--- config.mk ---
export PLATFORM = sky130hd
export DESIGN_NAME = sw_input_sequencer_flat
export DESIGN_NICKNAME = d
export VERILOG_FILES = /design/src/rtl/sw_seq_pkg.sv /design/src/rtl/sw_input_sequencer_if.sv /design/src/rtl/sw_debounce.sv /design/src/rtl/sw_input_sequencer.sv /design/src/flat_wrapper.sv
export SDC_FILE = /design/constraint.sdc
export NUM_CORES = 1
export LEC_CHECK = 0
export ABC_AREA = 1
export CAP_MARGIN = 15
export CORE_MARGIN = 2
export CORE_UTILIZATION = 23
export CTS_CLUSTER_SIZE = 40
export DETAILED_ROUTE_END_ITERATION = 10
export PLACE_DENSITY_LB_ADDON = 0.12
export SLEW_MARGIN = 20
export SYNTH_ARGS = -nofsm -noshare
export SYNTH_HDL_FRONTEND = slang
export SYNTH_SLANG_ARGS = --single-unit
--- constraint.sdc ---
create_clock -name clk -period 2.4 [get_ports clk]
set_clock_uncertainty 0.2 [all_clocks]
set_input_delay 0.72 -clock clk [delete_from_list [all_inputs] [get_ports clk]]
set_output_delay 0.72 -clock clk [all_outputs]
set_load 0.1 [all_outputs]
--- src/rtl/sw_seq_pkg.sv ---
// Shared types and default parameters for the switch-driven operand sequencer.
package sw_seq_pkg;

  localparam int N_DEF          = 8;
  localparam int DEB_CYCLES_DEF = 4;
  localparam int NUM_OPS_DEF    = 2;

  typedef enum logic [2:0] {
    ST_ARM          = 3'd0,
    ST_WAIT_PRESS   = 3'd1,
    ST_HOLD         = 3'd2,
    ST_WAIT_RELEASE = 3'd3,
    ST_WAIT_RESULT  = 3'd4
  } seq_state_e;

endpackage

--- src/rtl/sw_input_sequencer_if.sv ---
// Operand/result handshake between the switch sequencer (master) and the CPU core (slave).
interface sw_input_sequencer_if
  import sw_seq_pkg::*;
#(
  parameter int n       = N_DEF,
  parameter int NUM_OPS = NUM_OPS_DEF
);
  localparam int IDX_W = $clog2(NUM_OPS + 1);

  logic             op_valid;
  logic             op_ready;
  logic [n-1:0]     op_data;
  logic [IDX_W-1:0] op_index;
  logic             result_valid;
  logic [n-1:0]     result_data;

  modport master (
    output op_valid, op_data, op_index,
    input  op_ready, result_valid, result_data
  );

  modport slave (
    input  op_valid, op_data, op_index,
    output op_ready, result_valid, result_data
  );

endinterface

--- src/rtl/sw_debounce.sv ---
// Synchronizes the operand-enter push switch and debounces it; emits one-cycle
// registered rise/fall pulses coincident with the debounced level change.
module sw_debounce
  import sw_seq_pkg::*;
#(
  parameter int DEB_CYCLES = DEB_CYCLES_DEF
) (
  input  logic clk,
  input  logic reset,
  input  logic sw_i,
  output logic deb_o,
  output logic rise_o,
  output logic fall_o
);

  localparam logic [7:0] CNT_LAST = 8'(DEB_CYCLES - 1);

  logic [1:0] sync_q;
  logic [7:0] cnt_q;
  logic       deb_q;
  logic       rise_q;
  logic       fall_q;

  always_ff @(posedge clk or negedge reset) begin
    if (!reset) begin
      sync_q <= 2'b00;
      cnt_q  <= 8'd0;
      deb_q  <= 1'b0;
      rise_q <= 1'b0;
      fall_q <= 1'b0;
    end else begin
      sync_q <= {sync_q[0], sw_i};
      rise_q <= 1'b0;
      fall_q <= 1'b0;
      if (sync_q[1] == deb_q) begin
        cnt_q <= 8'd0;
      end else if (cnt_q >= CNT_LAST) begin
        deb_q  <= sync_q[1];
        cnt_q  <= 8'd0;
        rise_q <= sync_q[1];
        fall_q <= ~sync_q[1];
      end else if (cnt_q != 8'hFF) begin
        cnt_q <= cnt_q + 8'd1;
      end
    end
  end

  assign deb_o  = deb_q;
  assign rise_o = rise_q;
  assign fall_o = fall_q;

endmodule

--- src/rtl/sw_input_sequencer.sv ---
// Collects NUM_OPS operands from switch presses, hands each to the CPU core over
// a valid/ready handshake, then waits for and displays the core's result.
module sw_input_sequencer
  import sw_seq_pkg::*;
#(
  parameter int n          = N_DEF,
  parameter int DEB_CYCLES = DEB_CYCLES_DEF,
  parameter int NUM_OPS    = NUM_OPS_DEF
) (
  input  logic                 clk,
  input  logic                 reset,
  input  logic                 sw8,
  input  logic [n-1:0]         sws,
  output logic [n-1:0]         display,
  sw_input_sequencer_if.master bus
);

  localparam int               IDX_W    = $clog2(NUM_OPS + 1);
  localparam logic [IDX_W-1:0] IDX_LAST = IDX_W'(NUM_OPS - 1);
  // ARM must see the debounced level low long enough for a switch held through
  // reset to propagate through the synchronizer and debouncer first.
  localparam logic [8:0]       ARM_WAIT = 9'(DEB_CYCLES + 3);

  logic             deb_lvl;
  logic             deb_rise;
  logic             deb_fall;
  logic [n-1:0]     sws_meta_q;
  logic [n-1:0]     sws_sync_q;

  seq_state_e       state_q;
  logic [8:0]       arm_tmr_q;
  logic             op_valid_q;
  logic [n-1:0]     op_data_q;
  logic [IDX_W-1:0] op_index_q;
  logic [n-1:0]     display_q;

  sw_debounce #(
    .DEB_CYCLES (DEB_CYCLES)
  ) u_deb (
    .clk    (clk),
    .reset  (reset),
    .sw_i   (sw8),
    .deb_o  (deb_lvl),
    .rise_o (deb_rise),
    .fall_o (deb_fall)
  );

  always_ff @(posedge clk or negedge reset) begin
    if (!reset) begin
      sws_meta_q <= '0;
      sws_sync_q <= '0;
    end else begin
      sws_meta_q <= sws;
      sws_sync_q <= sws_meta_q;
    end
  end

  always_ff @(posedge clk or negedge reset) begin
    if (!reset) begin
      state_q    <= ST_ARM;
      arm_tmr_q  <= ARM_WAIT;
      op_valid_q <= 1'b0;
      op_data_q  <= '0;
      op_index_q <= '0;
      display_q  <= '0;
    end else begin
      case (state_q)
        ST_ARM: begin
          if (deb_lvl) begin
            arm_tmr_q <= ARM_WAIT;
          end else if (arm_tmr_q != 9'd0) begin
            arm_tmr_q <= arm_tmr_q - 9'd1;
          end else begin
            state_q <= ST_WAIT_PRESS;
          end
        end
        ST_WAIT_PRESS: begin
          if (deb_rise) begin
            op_data_q  <= sws_sync_q;
            display_q  <= sws_sync_q;
            op_valid_q <= 1'b1;
            state_q    <= ST_HOLD;
          end
        end
        ST_HOLD: begin
          if (op_valid_q && bus.op_ready) begin
            op_valid_q <= 1'b0;
            op_index_q <= op_index_q + IDX_W'(1);
            state_q    <= (op_index_q == IDX_LAST) ? ST_WAIT_RESULT : ST_WAIT_RELEASE;
          end
        end
        ST_WAIT_RELEASE: begin
          // The release may already have been debounced while the operand was held.
          if (deb_fall || !deb_lvl) begin
            state_q <= ST_WAIT_PRESS;
          end
        end
        ST_WAIT_RESULT: begin
          if (bus.result_valid) begin
            display_q  <= bus.result_data;
            op_index_q <= '0;
            arm_tmr_q  <= ARM_WAIT;
            state_q    <= ST_ARM;
          end
        end
        default: begin
          arm_tmr_q <= ARM_WAIT;
          state_q   <= ST_ARM;
        end
      endcase
    end
  end

  assign bus.op_valid = op_valid_q;
  assign bus.op_data  = op_data_q;
  assign bus.op_index = op_index_q;
  assign display      = display_q;

endmodule

--- src/flat_wrapper.sv ---
// flat-port wrapper written by rule: the top's interface ports become plain ports
module sw_input_sequencer_flat import sw_seq_pkg::*;
#(
  parameter int n          = N_DEF,
  parameter int DEB_CYCLES = DEB_CYCLES_DEF,
  parameter int NUM_OPS    = NUM_OPS_DEF
)
  (clk, reset, sw8, sws, display, bus_op_valid, bus_op_data, bus_op_index, bus_op_ready, bus_result_valid, bus_result_data);
  sw_input_sequencer_if #(.n(n), .NUM_OPS(NUM_OPS)) bus_i ();
  input  logic clk;
  input  logic reset;
  input  logic sw8;
  input  logic [n-1:0] sws;
  output logic [n-1:0] display;
  output wire logic [$bits(bus_i.op_valid)-1:0] bus_op_valid;
  output wire logic [$bits(bus_i.op_data)-1:0] bus_op_data;
  output wire logic [$bits(bus_i.op_index)-1:0] bus_op_index;
  input wire logic [$bits(bus_i.op_ready)-1:0] bus_op_ready;
  input wire logic [$bits(bus_i.result_valid)-1:0] bus_result_valid;
  input wire logic [$bits(bus_i.result_data)-1:0] bus_result_data;
  assign bus_op_valid = bus_i.op_valid;
  assign bus_op_data = bus_i.op_data;
  assign bus_op_index = bus_i.op_index;
  assign bus_i.op_ready = bus_op_ready;
  assign bus_i.result_valid = bus_result_valid;
  assign bus_i.result_data = bus_result_data;
  sw_input_sequencer #(.n(n), .DEB_CYCLES(DEB_CYCLES), .NUM_OPS(NUM_OPS)) u_core (.clk(clk), .reset(reset), .sw8(sw8), .sws(sws), .display(display), .bus(bus_i));
endmodule
**Run 1: metal 1**

Bar = 20 µm.
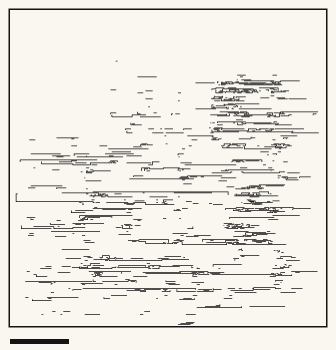
share of all routed wire: 48%
longest straight run: 46.0 µm
nets with wire on the layer: 306
wire length on this layer: 2510 µm
main direction: horizontal
via count: 1828
Routed WL: 5230 µm
met1 GRT Util: 13.8%

**Run 1: M2 wires**

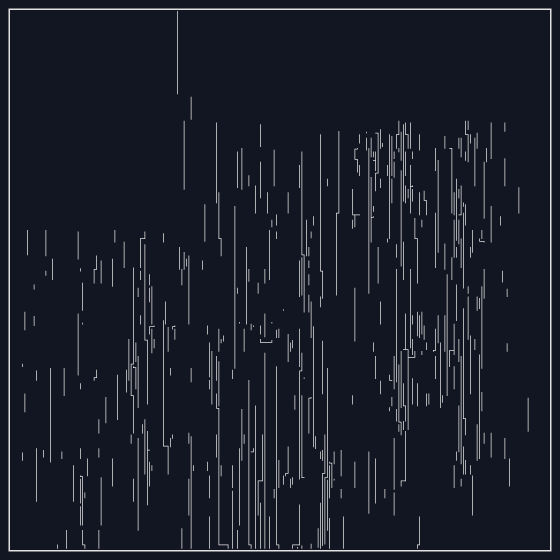
share of all routed wire: 46%
wire length on this layer: 2400 µm

**Run 1: the metal 3 layer**

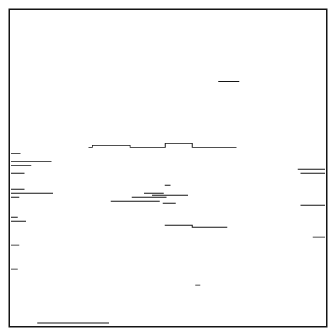
nets with wire on the layer: 23
main direction: horizontal
longest straight run: 24.1 µm
wire length on this layer: 249 µm

## run 1: power by group through the flow
stage               clock network, W  registers [W]  logic [W]
detailed placement                 0        0.00154    0.00275
finish                       0.00102        0.00152    0.00274
global placement                   0        0.00154    0.00275
CTS                          0.00107        0.00153    0.00276
global route                 0.00113        0.00156    0.00293
floorplan                          0        0.00254   0.000731
## run 1: worst max-delay path: stages
cell and delay (ns):
clkdlybuf4s50_1 0.45, inv_1 0.04, nand3_1 0.14, nand2_1 0.07, inv_1 0.07, nand2_1 0.20
inv_1 0.20, nand2_1 0.06, o21ai_1 0.07
## run 1: layer usage
| layer | up-vias | track usage [%] | part of all wire (%) |
|---|---|---|---|
| met5 | - | 0 | 0 |
| met4 | 0 | 3.57 | 1.3 |
| met3 | 5 | 4.30 | 4.8 |
| met2 | 37 | 15.4 | 46 |
| met1 | 839 | 13.8 | 48 |
| li1 | 947 | - | - |
## run 1: cells in the final DEF, fill, tap and decap left out, drive strengths merged
| master | Yosys | layout |
|---|---|---|
| nor2 | 29 | 29 |
| nand2 | 60 | 60 |
| bufinv | 0 | 2 |
| xor2 | 1 | 1 |
| inv | 35 | 35 |
| clkinv | 0 | 1 |
| nand4 | 8 | 8 |
| nand3 | 19 | 19 |
| nand3b | 1 | 1 |
| o31ai | 1 | 1 |
| o21bai | 1 | 1 |
| dfstp | 3 | 3 |
| clkdlybuf4s50 | 0 | 19 |
| ha | 3 | 3 |
| dfrtp | 57 | 57 |
| o21ai | 29 | 29 |
| buf | 2 | 23 |
| clkbuf | 2 | 11 |
| a21boi | 1 | 1 |
| nor3 | 2 | 2 |
| or2 | 1 | 1 |
| conb | 1 | 6 |
| clkinvlp | 0 | 1 |
| a21oi | 9 | 9 |
==> run summary, run 1 <==
impl run done, here's what came out: Top cell area share=57.7%, Comb/total area=23.8%, crit end category=register, CLK BUF=11, sw power=0.00244 W, Final Instance Area=0.00348 mm², TritonRoute pass-1 iters=4, Yosys reg bits=60, Achievable Freq=504 MHz, registers=60, mux share=0%, Antenna Violating Nets Remaining=0, clock root buffer=clkbuf_8, Syn Std Cell Area=0.00247 mm², # H-tree levels=3, Layout clock area frac=6.43%, port buffer count=39, adder share=1.52%, floorplan core density=23.8%, Multi-input gate area=830 µm², Die H=108 µm, hold endpoint=u_core.sws_sync_q[2], Die Size=0.0116 mm², post-synthesis xor/xnor area fraction=0.354%, Cell Type Count=28, ao+oa area frac=9.22%, Hold-fix buffers, CTS=0, pre-CTS setup slack=0.0711 ns, fill count=1079, WHS=0.150 ns, FF-to-FF path depth=9, IR drop worst, VDD=0.757 mV, PwrDens=1520 mW/mm², Crit path required time=2.46 ns, CP Data Arrival Time=2.04 ns, Antenna diodes=0, Largest Register=u_core.arm_tmr_q, storage element area=0.00151 mm², tap cells=136, Largest logic family=simple AND/OR/NAND/NOR gates, final tally of max-slew violations=0, Top class by area=sequential cells, Ys Warns=0, tool warnings=26, Non-Filler Instances=459, kind of critical path=in -> reg, biggest area cells=dfrtp_1 58%, nand2_1 9.0%, o21ai_0 5.5%, sw frac=46.2%, Total GRT Usage=10.5%, multi-input gates=171, Std-Cell Core Area=0.0104 mm², io pins=40, Main synth FF type=dfrtp_1, nets=343, first-pass GRT wire length=9180 µm, Non-CTS buffers=42, Inserted Clock Buffers=9, worst hold path depth=0, class of the worst hold path=reg -> reg, worst setup margin=0.414 ns, outcome=complete, no violations, max-cap violation count=0, Tmin final=1.99 ns, initial antenna violation count=0, top cells by count, synth=59 x nand2_1, 57 x dfrtp_1, 34 x inv_1, 27 x o21ai_0, 25 x nor2_1, invs w/o clock=35, RSZ-0062 raised after global routing=no, Worst R2R Setup Slack=0.42 ns, max reg flops=9, total power=0.00528 W, clock buffer depth=2
**Run 1: congestion heat map**

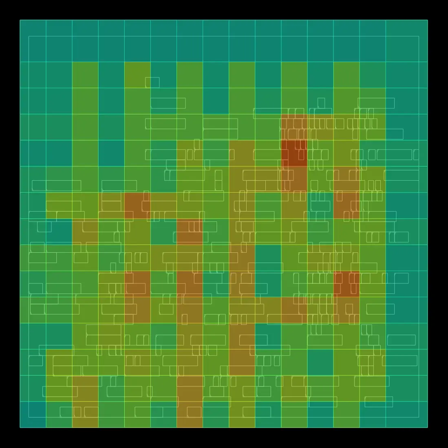

--- run 2 (diff from run 1) ---
- clock period: 2.4 -> 2.1 ns (I/O delays scaled with it)
**Run 2: congestion heat map**

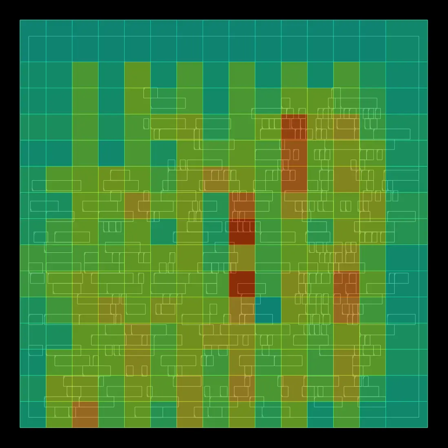
wire length per cell: 11.4 µm
Total GRT Usage: 10.4%
GRT met2 Usage: 15.6%
met1 GRT Util: 14.0%
GRT busiest layer: met2

**Run 2: metal 1**

Bar = 20 µm.
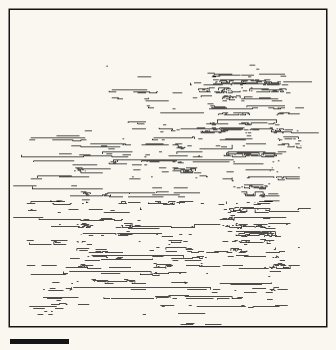
wire length on this layer: 2600 µm
nets with wire on the layer: 312
main direction: horizontal
longest straight run: 46.7 µm
share of all routed wire: 49%
Routed WL: 5290 µm
via count: 1842

==> run summary, run 2 <==
impl run done, here's what came out: sw frac=47.9%, worst setup margin=0.152 ns, pre-CTS setup slack=-0.110 ns, Std-Cell Core Area=0.0104 mm², Top Layout Cells=59 x nand2_1, 57 x dfrtp_1, 34 x inv_1, Hold-fix buffers, CTS=0, Syn Std Cell Area=0.00247 mm², PwrDens=1700 mW/mm², crit end category=register, top cells by count, synth=59 x nand2_1, 57 x dfrtp_1, 34 x inv_1, 27 x o21ai_0, 25 x nor2_1, Die H=108 µm, TritonRoute pass-1 iters=4, Main synth FF type=dfrtp_1, DR WL met2=2430 µm, max-cap violation count=0, Cell Type Count=28, biggest area cells=dfrtp_1 58%, nand2_1 9.0%, o21ai_0 5.5%, IR drop worst, VDD=0.831 mV, clock root buffer=clkbuf_8, initial antenna violation count=0, met3 WL=209 µm, Worst R2R Setup Slack=0.15 ns, first-pass GRT wire length=9170 µm, total power=0.00593 W, final tally of max-slew violations=0, FF-to-FF path depth=9, Achievable Freq=513 MHz, io pins=40, Multi-input gate area=830 µm², clock buffer depth=2, Die Size=0.0116 mm², DR top layer=met4, Antenna diodes=0, outcome=complete, no violations, sw power=0.00284 W, routing usage on met3=3.69%, Yosys reg bits=60, Top cell area share=57.7%, Tmin final=1.95 ns, floorplan core density=23.8%, top logic cell by instance count in the layout=nand2_1, Largest Register=u_core.arm_tmr_q, Ys Warns=0, Antenna Violating Nets Remaining=0, kind of critical path=reg -> reg, max reg flops=9, fill count=1087, tool warnings=26
## run 2: cell counts after synthesis
Identical to the previous run, type by type.
## run 2: metrics by stage
step	cell area (µm²)	hold slack, ns	std cells
6_report	3480	0.0933	463
5_1_grt	3480	0.100	463
4_1_cts	3480	0.0970	463
3_5_place_dp	3280	0.135	447
2_1_floorplan	2490	0.131	270
3_3_place_gp	3280	0.131	447
## run 2: power by group through the flow
stage / Clock (W) / Sequential (W) / Combinational, W
6_report: 0.00104 / 0.00174 / 0.00315
3_3_place_gp: 0 / 0.00176 / 0.00317
3_5_place_dp: 0 / 0.00176 / 0.00317
2_1_floorplan: 0 / 0.00290 / 0.000836
4_1_cts: 0.00109 / 0.00174 / 0.00318
5_1_grt: 0.00116 / 0.00178 / 0.00336
## run 2: kinds of logic (layout without fill, tap and decap cells)
| kind of cell | Yosys count | in the layout | share of synthesized area (%) |
|---|---|---|---|
| other | 1 | 6 | 0.152 |
| flip-flops | 60 | 60 | 60.9 |
| buffers and inverters | 39 | 96 | 6.28 |
| adder cells (fa/ha/maj) | 3 | 3 | 1.52 |
| XOR/XNOR | 1 | 1 | 0.354 |
| AND-OR/OR-AND | 41 | 41 | 9.22 |
| AND/OR/NAND/NOR | 120 | 120 | 21.6 |
## run 2: worst max-delay path: stages (launching register included)
cell and delay [ns]:
dfstp_2 0.53, inv_1 0.06, ha_1 0.22, nand3_1 0.15, nor2_1 0.08, nand3_1 0.07, nand2_1 0.22, inv_1 0.21
nand2_1 0.07, o21ai_1 0.07
## run 2: layout make-up
class                   count  share of cell area [%]
clock inverters             7                    2.19
clock buffers               9                    3.56
well taps                 136                    4.89
inverters                  35                    3.77
repair buffers             45                    18.5
multi-input cells         171                    23.8
flip-flops and latches     60                    43.2
Power figures rest on the tool's default switching activity, not on a simulated workload.
